**src/rtl/cd_toggle_monitor.sv**
```systemverilog
// cd_toggle_monitor: receive-side health monitor for a CDC toggle stream.
// Detects toggles on din and measures the Bclk interval between them.
// Declares lock after LOCK_EDGES consecutive in-range intervals and counts
// interval errors seen while locked. Enters a sticky FAULT at ERR_LIMIT errors.
module cd_toggle_monitor #(
  parameter int CNT_W      = 16,
  parameter int MIN_GAP    = 2,
  parameter int MAX_GAP    = 64,
  parameter int LOCK_EDGES = 4,
  parameter int ERR_LIMIT  = 3
) (
  input  logic             Bclk,
  input  logic             reset,
  input  logic             din,
  input  logic             clear,
  output logic             edge_pulse,
  output logic             locked,
  output logic             error,
  output logic [CNT_W-1:0] gap_last,
  output logic [CNT_W-1:0] edge_count,
  output logic [7:0]       err_count
);

  typedef enum logic [1:0] {
    SEEK   = 2'd0,
    TRAIN  = 2'd1,
    LOCKED = 2'd2,
    FAULT  = 2'd3
  } state_e;

  localparam int               GOOD_W    = $clog2(LOCK_EDGES + 1);
  localparam logic [CNT_W-1:0] CNT_MAX   = '1;
  localparam logic [CNT_W-1:0] MIN_G     = CNT_W'(MIN_GAP);
  localparam logic [CNT_W-1:0] MAX_G     = CNT_W'(MAX_GAP);
  localparam logic [GOOD_W-1:0] LOCK_LAST = GOOD_W'(LOCK_EDGES - 1);
  localparam logic [7:0]       ERR_LIM   = 8'(ERR_LIMIT);

  state_e             state_q, state_d;
  logic [GOOD_W-1:0]  good_q, good_d;
  logic               din_d_q, din_d_d;
  logic               primed_q, primed_d;
  logic [CNT_W-1:0]   gap_cnt_q, gap_cnt_d;
  logic [CNT_W-1:0]   gap_last_q, gap_last_d;
  logic [CNT_W-1:0]   edge_count_q, edge_count_d;
  logic [7:0]         err_count_q, err_count_d;
  logic               edge_pulse_q, edge_pulse_d;
  logic               locked_q, locked_d;
  logic               error_q, error_d;

  logic               edge_det;
  logic [CNT_W-1:0]   gap_next;
  logic               good_gap;
  logic               timeout;
  logic [7:0]         err_inc;

  // Next-state computation: edge detect, interval measurement, lock FSM, clear.
  always_comb begin
    // NOTE: every signal written here gets a default first so no path can
    // leave it unassigned, which would otherwise infer a latch.
    state_d      = state_q;
    good_d       = good_q;
    gap_last_d   = gap_last_q;
    edge_count_d = edge_count_q;
    err_count_d  = err_count_q;

    // The first clock after reset/clear only loads din_d; primed gates edges.
    edge_det = primed_q & (din ^ din_d_q);
    gap_next = (gap_cnt_q == CNT_MAX) ? CNT_MAX : gap_cnt_q + 1'b1;
    good_gap = (gap_next >= MIN_G) && (gap_next <= MAX_G);
    // gap_cnt keeps counting past MAX_G, so a silence times out only once.
    timeout  = !edge_det && ((state_q == TRAIN) || (state_q == LOCKED)) &&
               (gap_cnt_q == MAX_G);
    err_inc  = (err_count_q == 8'hFF) ? 8'hFF : err_count_q + 8'd1;

    din_d_d      = din;
    primed_d     = 1'b1;
    edge_pulse_d = edge_det;
    gap_cnt_d    = edge_det ? '0 : gap_next;

    if (edge_det) begin
      gap_last_d   = gap_next;
      edge_count_d = (edge_count_q == CNT_MAX) ? CNT_MAX : edge_count_q + 1'b1;
    end

    unique case (state_q)
      SEEK: begin
        // The first edge after seeking carries no valid interval.
        if (edge_det) begin
          state_d = TRAIN;
          good_d  = '0;
        end
      end
      TRAIN: begin
        if (edge_det) begin
          if (good_gap) begin
            good_d = good_q + 1'b1;
            if (good_q == LOCK_LAST) state_d = LOCKED;
          end else begin
            good_d = '0;
          end
        end else if (timeout) begin
          state_d = SEEK;
        end
      end
      LOCKED: begin
        if ((edge_det && !good_gap) || timeout) begin
          err_count_d = err_inc;
          good_d      = '0;
          state_d     = (err_inc >= ERR_LIM) ? FAULT : TRAIN;
        end
      end
      FAULT: begin
        state_d = FAULT;
      end
      default: state_d = SEEK;
    endcase

    // Soft clear wins over any coincident edge.
    if (clear) begin
      state_d      = SEEK;
      good_d       = '0;
      primed_d     = 1'b0;
      gap_cnt_d    = '0;
      gap_last_d   = '0;
      edge_count_d = '0;
      err_count_d  = '0;
      edge_pulse_d = 1'b0;
    end

    locked_d = (state_d == LOCKED);
    error_d  = (state_d == FAULT);
  end

  // State and output registers with synchronous reset.
  always_ff @(posedge Bclk) begin
    // NOTE: sequential state uses non-blocking assignments so every flop
    // samples the pre-edge values regardless of statement order.
    if (reset) begin
      state_q      <= SEEK;
      good_q       <= '0;
      din_d_q      <= 1'b0;
      primed_q     <= 1'b0;
      gap_cnt_q    <= '0;
      gap_last_q   <= '0;
      edge_count_q <= '0;
      err_count_q  <= '0;
      edge_pulse_q <= 1'b0;
      locked_q     <= 1'b0;
      error_q      <= 1'b0;
    end else begin
      state_q      <= state_d;
      good_q       <= good_d;
      din_d_q      <= din_d_d;
      primed_q     <= primed_d;
      gap_cnt_q    <= gap_cnt_d;
      gap_last_q   <= gap_last_d;
      edge_count_q <= edge_count_d;
      err_count_q  <= err_count_d;
      edge_pulse_q <= edge_pulse_d;
      locked_q     <= locked_d;
      error_q      <= error_d;
    end
  end

  assign edge_pulse = edge_pulse_q;
  assign locked     = locked_q;
  assign error      = error_q;
  assign gap_last   = gap_last_q;
  assign edge_count = edge_count_q;
  assign err_count  = err_count_q;

endmodule
```
**config.mk**
```make
export PLATFORM = sky130hd
export DESIGN_NAME = cd_toggle_monitor
export DESIGN_NICKNAME = d
export VERILOG_FILES = /design/src/rtl/cd_toggle_monitor.sv
export SDC_FILE = /design/constraint.sdc
export NUM_CORES = 1
export LEC_CHECK = 0
export CAP_MARGIN = 20
export CORE_UTILIZATION = 45
export CTS_CLUSTER_DIAMETER = 60
export DETAILED_ROUTE_END_ITERATION = 10
export PLACE_DENSITY = 0.76
export SLEW_MARGIN = 10
export SYNTH_ARGS = -nofsm -noshare
export SYNTH_HDL_FRONTEND = slang
export SYNTH_SLANG_ARGS = --single-unit
```
**constraint.sdc**
```tcl
create_clock -name Bclk -period 3.62 [get_ports Bclk]
set_input_delay 0.543 -clock Bclk [delete_from_list [all_inputs] [get_ports Bclk]]
set_output_delay 0.543 -clock Bclk [all_outputs]
set_load 0.1 [all_outputs]
```
==> qor.txt, run 1 <==
crit share post-route - 94.2%
Max VDD drop - 203 uV
starting density of the core - 47.2%
hold path cells - 2
Tot GR Track Use - 20.7%
Main logic family - simple AND/OR/NAND/NOR gates
fraction of area in registers - 33.1%
Post-synth EDFFs - 0
clk slew on worst S/H paths - 70 ps
Synth Area in XOR/XNOR - 5.94%
Clock buffer cells - 13
# diodes - 0
Post-DP Area - 3810 um2
Netlist Area Pre-Place - 3250 um2
routed wire length - 7.38 mm
DRT Pass-1 Iters - 5
min-delay src - good_q[1]
Endpoint, Worst Hold - good_q[1]
LEAKAGE - 1.33 nW
Post-Syn Nets - 395
post-layout minimum cycle time - 3410 ps
Inst Count DP - 512
met3 usage - 5.40%
vias in the first global route - 2,596
final net count - 442
critical path type - reg2reg
dominant cell type by area after synthesis - dfxtp_1
reg-to-reg startpoint - gap_cnt_q[1]
count of non-CTS buffers in the layout - 52
PnR worst setup slack - 209 ps
CP Capture Type - flop
pwr/cell area - 359 nW/um2
Rel. slew slack - 33.1%
Finished Layout Cells - 528
WL met1 - 3.37 mm
Comb area share - 45.4%
status - completed
Worst EP arrival - 3640 ps
DR DRC count - 0
most frequent cells in the layout - 66 x dfxtp_1, 63 x nor2_1, 46 x clkdlybuf4s50_1, 32 x a21oi_1, 31 x nand2_1
Critical Path Max Stage Delay - 610 ps
CORE AREA - 6870 um2
initial antenna violation count - 0
Setup crit end - locked
cells on worst reg2reg path - 10
GR Overflow Total - 0
CP required - 3850 ps
Cell Type Count - 54
top-count cell post-synth - dfxtp_1
GPL Wtd Cong - 0.875
FA/HA/MAJ Cells, Area Fraction - 4.24%
fmax - 0.293 GHz
Comb pwr share - 7.7%
Setup violations, final - 0
Post-CTS Hold Buffers - 0
Complex Gates by Area - 18.0%
top sig layer - met4
area delta synth->final - 23.0%
Seq pwr share - 51.6%
Max Transition Viols Final - 0
comb. cell area - 1810 um2
WL met3 - 372 um
Synth async-reset ratio - 0%
Iteration-0 DRC Markers - 154
Tot Pwr - 1.43 mW
worst path bufs/invs - 0
Clock Power Share - 40.8%
register area - 1320 um2
Commonest cells post-synth - 66 x dfxtp_1, 63 x nor2_1, 33 x a21oi_1
reg2reg end - locked
synthesis area per yosys - 3250 um2
RSZ-0062 raised after global routing - no
Critical Path Stages - 10
tool warning count - 31
switching share of power - 24.4%
CP delay by family, top - simple AND/OR/NAND/NOR gates
CTS Root Cell - clkbuf_8
global routing usage on met1 - 26.6%
largest class - combinational gates
TritonCTS Buffers - 9
Hold Worst Slack - 467 ps
final instance area - 3990 um2
Int Pwr - 1.08 mW
FF+latch count - 66
post-CTS sizing - 0
CP max FO - 6
critical path launch point type - flop
GRT busiest layer - met2
DR vias - 2,879
setup_tns - 0 ps
met2 Use GR - 32.8%
P_seq - 0.738 mW
Run 1, I/O nets highlighted:
Scale: 3 px per um.
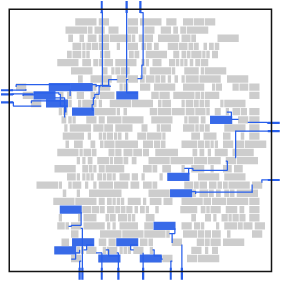
`gap_last`: in blue, bits 16, direction output, edge 7 bottom, 3 right, 3 top, 3 left, end cells 16, buffers 16, wire 368 um.
input/output buffers: 46
boundary pin count: 47

Run 1, placement view:
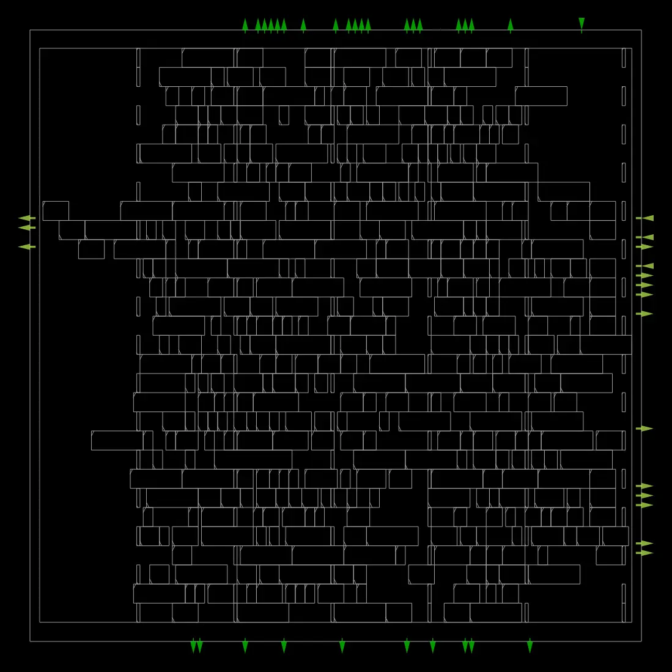
fill count: 618
Core Util, Final: 58.1%

Run 1, ports around the boundary:
Scale: 6 px per um. Pins as bars across the die edge, other pins in grey.
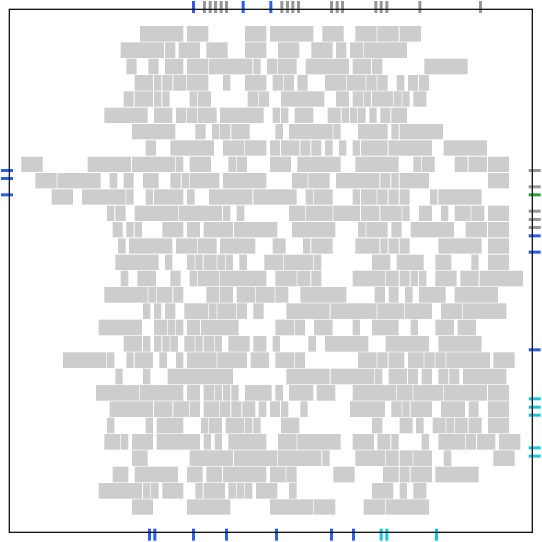
`locked`: in green, pins 1, direction output, edge right. `gap_last`: in blue, pins 16, direction output, edge 7 bottom, 3 right, 3 top, 3 left. `err_count`: in cyan, pins 8, direction output, edge 5 right, 3 bottom.
All pins by edge: 20 top, 14 right, 10 bottom, 3 left.

==> run 2: changes to the inputs <==
--- a/config.mk
+++ b/config.mk
@@ -10,6 +10,7 @@
 export CTS_CLUSTER_DIAMETER = 60
 export DETAILED_ROUTE_END_ITERATION = 10
 export PLACE_DENSITY = 0.76
+export RECOVER_POWER = 50
 export SLEW_MARGIN = 10
 export SYNTH_ARGS = -nofsm -noshare
 export SYNTH_HDL_FRONTEND = slang
Run 2, I/O nets highlighted:
Scale: 3 px per um.
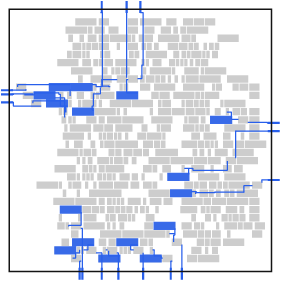
`gap_last`: in blue, bits 16, direction output, edge 7 bottom, 3 right, 3 top, 3 left, end cells 16, buffers 16, wire 364 um.

==> run 2 against run 1 <==
First-iteration DRC count fell by 1.3%. Power about the same. Utilization down 0.24 points. Via count rose by 0.38%. Count of clock-buffer cells in the layout stayed put. Global-route usage unchanged. Flip-flop count unchanged. Register-to-register slack hardly changed. Clock power about the same.
==> qor.txt, run 2 <==
status - completed
DIE AREA - 7560 um2
LEAKAGE - 1.40 nW
CTS tree - built
register-to-register setup slack - 220 ps
Die X-Extent - 86.9 um
post-CTS sizing - 0
Clock buffer cells - 13
die height - 86.9 um
synth warn - 0
Post-synth EDFFs - 0
FF+latch count - 66
Post-CTS Hold Buffers - 0
most frequent cells in the layout - 66 x dfxtp_1, 63 x nor2_1, 32 x a21oi_1, 31 x nand2_1, 24 x clkdlybuf4s50_1
critical path launch point type - flop
comb. cell area - 1800 um2
Commonest cells post-synth - 66 x dfxtp_1, 63 x nor2_1, 33 x a21oi_1
switching share of power - 24.5%
register area - 1320 um2
PnR worst setup slack - 215 ps
reg-to-reg startpoint - gap_cnt_q[1]
clk slew on worst S/H paths - 70 ps
fmax - 0.294 GHz
Comb. pwr - 0.107 mW
Main logic family - simple AND/OR/NAND/NOR gates
min-delay src - good_q[1]
boundary pin count - 47
Tot Pwr - 1.43 mW
CP delay by family, top - simple AND/OR/NAND/NOR gates
DRT Pass-1 Iters - 4
# diodes - 0
global routing usage on met1 - 26.6%
Cell Type Count - 54
Tot GR Track Use - 20.7%
post-layout minimum cycle time - 3400 ps
CTS Root Cell - clkbuf_8
crit share post-route - 94.1%
met2 Use GR - 32.8%
Iteration-0 DRC Markers - 152
GRT busiest layer - met2
final instance area - 3980 um2
Worst EP arrival - 3640 ps
FA/HA/MAJ Cells, Area Fraction - 4.24%
Synth Area in XOR/XNOR - 5.94%
largest net degree at the start of global routing - 36
Core Util, Final - 57.9%
Comb pwr share - 7.5%
fraction of area in registers - 33.2%
dominant cell type by area after synthesis - dfxtp_1
Finished Layout Cells - 528
Synth Instances - 380
fill count - 622
routed wire length - 7.37 mm
CP max FO - 6
Comb area share - 45.3%
Max VDD drop - 204 uV
input/output buffers - 46
Hold Worst Slack - 467 ps
TritonCTS Buffers - 9
Max Transition Viols Final - 0
Setup crit end - locked
Post-synth regs - 66
Setup violations, final - 0
vias in the first global route - 2,596
Top Consumer - sequential cells
Netlist Area Pre-Place - 3250 um2
CP Capture Type - flop
WL met1 - 3.39 mm
Max clock buf depth - 2
top sig layer - met4
Critical Path Max Stage Delay - 610 ps
clock skew - 8.47 ps
Complex Gates by Area - 18.0%
worst path bufs/invs - 0
#MultiIn Comb - 284
GPL Wtd Cong - 0.875
critical path type - reg2reg
Endpoint, Worst Hold - good_q[1]
setup_tns - 0 ps
RSZ-0062 raised after global routing - no
Critical Path Stages - 10
# rows - 30
tool warning count - 31
DR vias - 2,890
GR Overflow Total - 0
count of non-CTS buffers in the layout - 52
Inst Count DP - 512
Tightest Hold Check Type - reg2reg
CP required - 3850 ps
pwr/cell area - 360 nW/um2
Tapcell Cnt - 96
Num Clock Sinks - 66
reg2reg end - locked
Post-Syn Nets - 395
Rel. slew slack - 32.4%
area delta synth->final - 22.5%
detailed placement HPWL - 5.24 mm
Seq pwr share - 51.6%
Synth async-reset ratio - 0%
Post-DP Area - 3810 um2
initial antenna violation count - 0
largest class - combinational gates
Clock Power Share - 40.9%
final net count - 442
synthesis area per yosys - 3250 um2
Net Sw Power - 0.350 mW
P_seq - 0.738 mW
met3 usage - 5.40%
CORE AREA - 6870 um2
WL met3 - 394 um
hold path cells - 2
Int Pwr - 1.08 mW
top-count cell post-synth - dfxtp_1
cells on worst reg2reg path - 10
DR DRC count - 0
starting density of the core - 47.2%
Run 2, placement view:
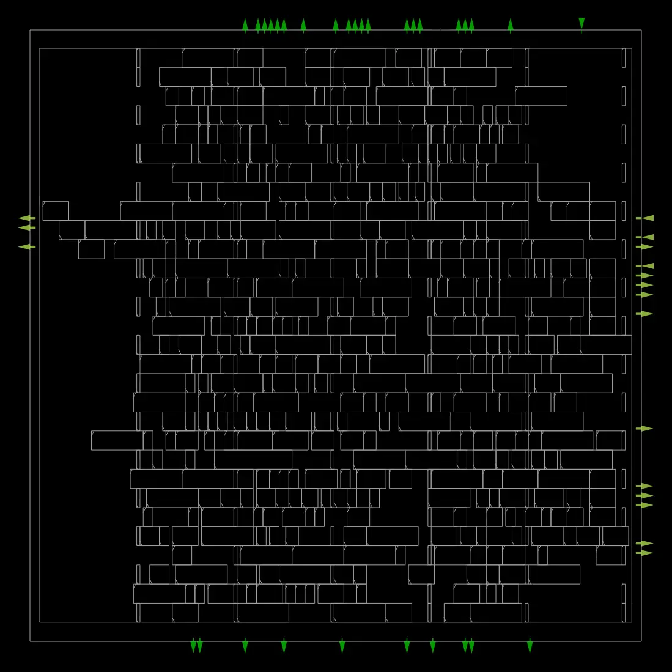

==> run 3: changes to the inputs <==
--- a/config.mk
+++ b/config.mk
@@ -5,7 +5,7 @@
 export SDC_FILE = /design/constraint.sdc
 export NUM_CORES = 1
 export LEC_CHECK = 0
-export CAP_MARGIN = 20
+export CORE_MARGIN = 2
 export CORE_UTILIZATION = 45
 export CTS_CLUSTER_DIAMETER = 60
 export DETAILED_ROUTE_END_ITERATION = 10
Run 3, placement view:
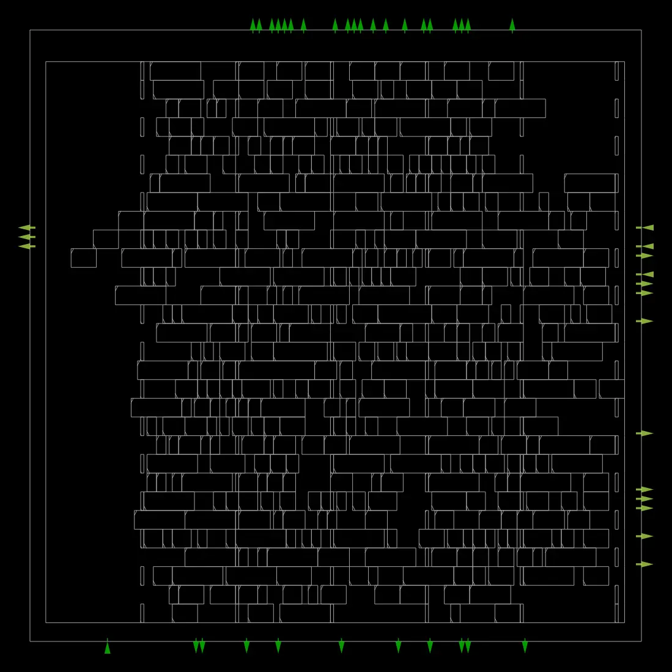
# rows: 30
CORE AREA: 6870 um2
FF+latch count: 66

==> run 3 against run 2 <==
Highest routed layer unchanged. Power increased by 2.0%. Critical endpoint unchanged. Worst setup slack gained 35 ps. First-iteration DRC count decreased by 5.3%. Sequential share of layout area shrank 0.094 points. Clock skew fell by 2.5 ps. Sequential power about the same. Cell count is the same. Via count is 1.3% lower. Utilization grew 0.16 points. Largest cell class unchanged.
==> qor.txt, run 3 <==
status - completed
Die X-Extent - 88.9 um
Max clock buf depth - 2
met2 Use GR - 30.1%
Post-Syn Nets - 395
Inst Count DP - 512
Post-synth EDFFs - 0
switching share of power - 26.0%
LEAKAGE - 1.40 nW
GRT busiest layer - met2
Max VDD drop - 160 uV
Setup violations, final - 0
comb. cell area - 1800 um2
GPL Wtd Cong - 0.893
Tapcell Cnt - 96
critical path type - reg2reg
Clock buffer cells - 9
synthesis area per yosys - 3250 um2
Synth async-reset ratio - 0%
Top Consumer - sequential cells
CTS Root Cell - clkbuf_8
fraction of area in registers - 33.1%
dominant cell type by area after synthesis - dfxtp_1
Commonest cells post-synth - 66 x dfxtp_1, 63 x nor2_1, 33 x a21oi_1
RSZ-0062 raised after global routing - no
critical path launch point type - flop
final net count - 442
Net Sw Power - 0.380 mW
Tot Pwr - 1.46 mW
Netlist Area Pre-Place - 3250 um2
Endpoint, Worst Hold - good_q[1]
Critical Path Stages - 10
Post-CTS Hold Buffers - 0
Main logic family - simple AND/OR/NAND/NOR gates
Worst EP arrival - 3620 ps
# diodes - 0
P_seq - 0.738 mW
DRT Pass-1 Iters - 5
tool warning count - 31
Tightest Hold Check Type - reg2reg
most frequent cells in the layout - 66 x dfxtp_1, 63 x nor2_1, 32 x a21oi_1, 31 x nand2_1, 25 x clkdlybuf4s50_1
GR Overflow Total - 0
DIE AREA - 7910 um2
crit share post-route - 93.1%
Comb area share - 45.2%
area delta synth->final - 22.8%
Synth Instances - 380
starting density of the core - 47.2%
largest class - combinational gates
Seq pwr share - 50.6%
post-layout minimum cycle time - 3370 ps
Post-synth regs - 66
met3 usage - 5.45%
routed wire length - 7.22 mm
largest net degree at the start of global routing - 36
CTS tree - built
hold path cells - 2
synth warn - 0
die height - 88.9 um
post-CTS sizing - 0
Iteration-0 DRC Markers - 144
Cell Type Count - 54
register-to-register setup slack - 250 ps
clk slew on worst S/H paths - 70 ps
min-delay src - good_q[1]
Critical Path Max Stage Delay - 610 ps
Comb pwr share - 7.3%
clock skew - 5.93 ps
Rel. slew slack - 34.1%
detailed placement HPWL - 5.14 mm
Tot GR Track Use - 19.7%
Complex Gates by Area - 18.0%
No activity file was given, so power comes from the tool's default toggle rates.
